**src/rtl/divider_control.sv**
```systemverilog
// Sequencing FSM for the restoring shift-subtract divider: drives the Remainder
// register controls and counts WIDTH quotient iterations.
module divider_control #(
    parameter int unsigned WIDTH = 32,
    parameter int unsigned CNT_W = 6
) (
    input  logic             clk,
    input  logic             rst,
    input  logic             start,
    input  logic             divisor_zero,
    input  logic             alu_sign,
    output logic             busy,
    output logic             load_sel,
    output logic             wrctrl,
    output logic             ozctrl,
    output logic             shift_en,
    output logic             ready_wait,
    output logic             ready,
    output logic             done,
    output logic             dz_error,
    output logic [CNT_W-1:0] iter
);

    localparam logic [2:0] S_IDLE   = 3'd0;
    localparam logic [2:0] S_LOAD   = 3'd1;
    localparam logic [2:0] S_SHIFT0 = 3'd2;
    localparam logic [2:0] S_TEST   = 3'd3;
    localparam logic [2:0] S_SHIFT  = 3'd4;
    localparam logic [2:0] S_FIX    = 3'd5;
    localparam logic [2:0] S_DONE   = 3'd6;
    localparam logic [2:0] S_DZ     = 3'd7;

    localparam logic [CNT_W-1:0] LAST_ITER = CNT_W'(WIDTH - 1);

    logic [2:0]       state_q, state_d;
    logic [CNT_W-1:0] iter_q, iter_d;
    logic             q_bit_q, q_bit_d;
    logic             dz_error_q, dz_error_d;
    logic             done_first_q, done_first_d;
    logic             accept;

    always_ff @(posedge clk or negedge rst) begin
        if (!rst) begin
            state_q      <= S_IDLE;
            iter_q       <= '0;
            q_bit_q      <= 1'b0;
            dz_error_q   <= 1'b0;
            done_first_q <= 1'b0;
        end else begin
            state_q      <= state_d;
            iter_q       <= iter_d;
            q_bit_q      <= q_bit_d;
            dz_error_q   <= dz_error_d;
            done_first_q <= done_first_d;
        end
    end

    // Next-state and output decode; only wrctrl in TEST depends on an input.
    always_comb begin
        state_d    = state_q;
        iter_d     = iter_q;
        q_bit_d    = q_bit_q;
        dz_error_d = dz_error_q;
        busy       = 1'b0;
        load_sel   = 1'b0;
        wrctrl     = 1'b0;
        ozctrl     = 1'b0;
        shift_en   = 1'b0;
        ready_wait = 1'b0;
        ready      = 1'b0;
        done       = 1'b0;
        accept     = start && ((state_q == S_IDLE) || (state_q == S_DONE));

        case (state_q)
            S_IDLE: begin
                if (start) state_d = divisor_zero ? S_DZ : S_LOAD;
            end
            S_DZ: begin
                busy       = 1'b1;
                done       = 1'b1;
                dz_error_d = 1'b1;
                state_d    = S_IDLE;
            end
            S_LOAD: begin
                busy     = 1'b1;
                load_sel = 1'b1;
                wrctrl   = 1'b1;
                state_d  = S_SHIFT0;
            end
            S_SHIFT0: begin
                busy     = 1'b1;
                shift_en = 1'b1;
                state_d  = S_TEST;
            end
            S_TEST: begin
                busy    = 1'b1;
                wrctrl  = ~alu_sign;
                q_bit_d = ~alu_sign;
                state_d = S_SHIFT;
            end
            S_SHIFT: begin
                busy     = 1'b1;
                shift_en = 1'b1;
                ozctrl   = q_bit_q;
                if (iter_q == LAST_ITER) begin
                    state_d = S_FIX;
                end else begin
                    iter_d  = iter_q + CNT_W'(1);
                    state_d = S_TEST;
                end
            end
            S_FIX: begin
                busy       = 1'b1;
                ready_wait = 1'b1;
                state_d    = S_DONE;
            end
            S_DONE: begin
                ready      = 1'b1;
                ready_wait = 1'b1;
                done       = done_first_q;
                if (start) state_d = divisor_zero ? S_DZ : S_LOAD;
            end
            default: state_d = S_IDLE;
        endcase

        if (accept) begin
            dz_error_d = 1'b0;
            iter_d     = '0;
        end
        done_first_d = (state_d == S_DONE) && (state_q != S_DONE);
    end

    assign dz_error = dz_error_q;
    assign iter     = iter_q;

endmodule

```
**config.mk**
```make
export PLATFORM = sky130hd
export DESIGN_NAME = divider_control
export DESIGN_NICKNAME = d
export VERILOG_FILES = /design/src/rtl/divider_control.sv
export SDC_FILE = /design/constraint.sdc
export NUM_CORES = 1
export LEC_CHECK = 0
export CORE_UTILIZATION = 46
export CTS_CLUSTER_DIAMETER = 200
export DETAILED_ROUTE_END_ITERATION = 7
export PLACE_DENSITY = 0.76
export SLEW_MARGIN = 20
export SYNTH_ARGS = -nofsm -noshare
export SYNTH_HDL_FRONTEND = slang
export SYNTH_SLANG_ARGS = --single-unit
```
**constraint.sdc**
```tcl
create_clock -name clk -period 1.6 [get_ports clk]
set_input_delay 0.16 -clock clk [delete_from_list [all_inputs] [get_ports clk]]
set_output_delay 0.16 -clock clk [all_outputs]
set_load 0.02 [all_outputs]
```
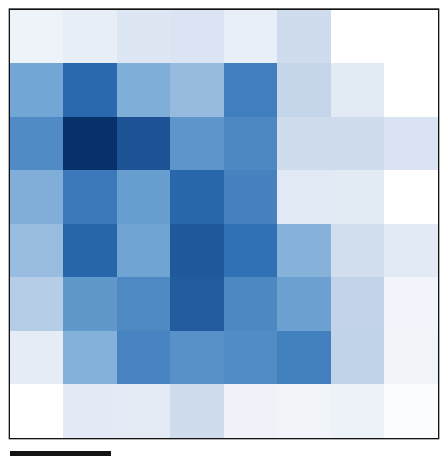
(wire density map)
The bar under the picture is 10 um long. 8 x 8 tiles, from white (low) to dark blue (high), scaled to the fullest tile. Values are wire area over tile area, all layers added.
9.4% of the tiles are nearly empty. The mean over all tiles is 0.16. The fullest tile reaches 0.42. 39% of the tiles are over half the peak.

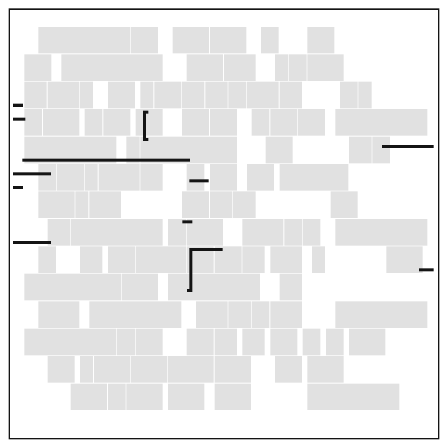
(met3 routing)
Cells faint in the background.
10 nets have wire on it. The longest straight run is 16.3 um.

==> Changelog: implementation <==
## Implementation

- Final count of negative-setup-slack endpoints: 1
- ANT cells: 0
- # clk buffers: 4
- Worst Path Arrival: ~1.5 ns
- Initial antenna violation count: 0
- Fraction of synthesized cell area in xor and xnor cells: 2.16%
- Worst r2r dst: iter[5]
- Ratio of cells with drive above 1 in the final layout: a little under a third
- Routed length on met3: between 40 and 50 um
- Share of the final layout cell area in sequential cells: between 20% and 30%
- GR Layer Usage met1: between 20 and 30%
- Worst clock skew on the final layout: between 0.005 and 0.006 ns
- Least setup slack across all paths after layout: -0.0198 ns
- Core utilization of the finished layout: 70.9%
- Synth area leader: sky130_fd_sc_hd__dfrtp_1
- Hold buffers post-CTS: 0
- Later-pin clock latency in the skew report: 0.28 ns
- Area of the die: ~1800 um^2
- Area-dominant cell class after layout: combinational gates
- Final Routed Wirelength: around 1900 um
- Dominant synthesized flop cell: sky130_fd_sc_hd__dfrtp_1
- Post-placement cell count: ~120
- Final design instance area without fill: 1080 um^2
- Chip area estimate from yosys synthesis: 752 um^2
- Avg Vias per Cell: roughly 5.5
- Number of clock sinks seen by CTS: 12
- Area share of the leading cell type in the synthesized netlist: between 30% and 40%
- Violated checks: setup timing
- Slowest Stage Delay on Critical Path: 0.48 ns
- Number of inserted filler cells in the final layout: about 120
- DRC viols: 0
- Register-to-register setup slack: about 0.15 ns
- Busiest grt layer: met2
- Clock slew at the register clock pins of the worst setup and hold paths: approximately 0.080 ns
- Outcome: finished, violations left
- Int Power: approximately 1.2 mW
- Maximum clock frequency: approximately 600 MHz
- Sort of element at the start of the critical path: flip-flop
- Number of ports placed on the die boundary: 20
- PD cells: 1980 nW/um^2
- Critical-path cell list: and2b_4 > and2_4 > or2_1 > buf_6
- Async S/R FF share, synth: 100%
- Most common cell in the synthesized netlist: sky130_fd_sc_hd__dfrtp_1
- Static leakage: about 0.51 nW
- Clock Power Share: around 12%
- Count of synthesis-stage warnings from yosys: 0
- Worst path depth: 4
- Quantity of gates resized following cts: 25
Power is estimated from default activity; no workload was simulated.
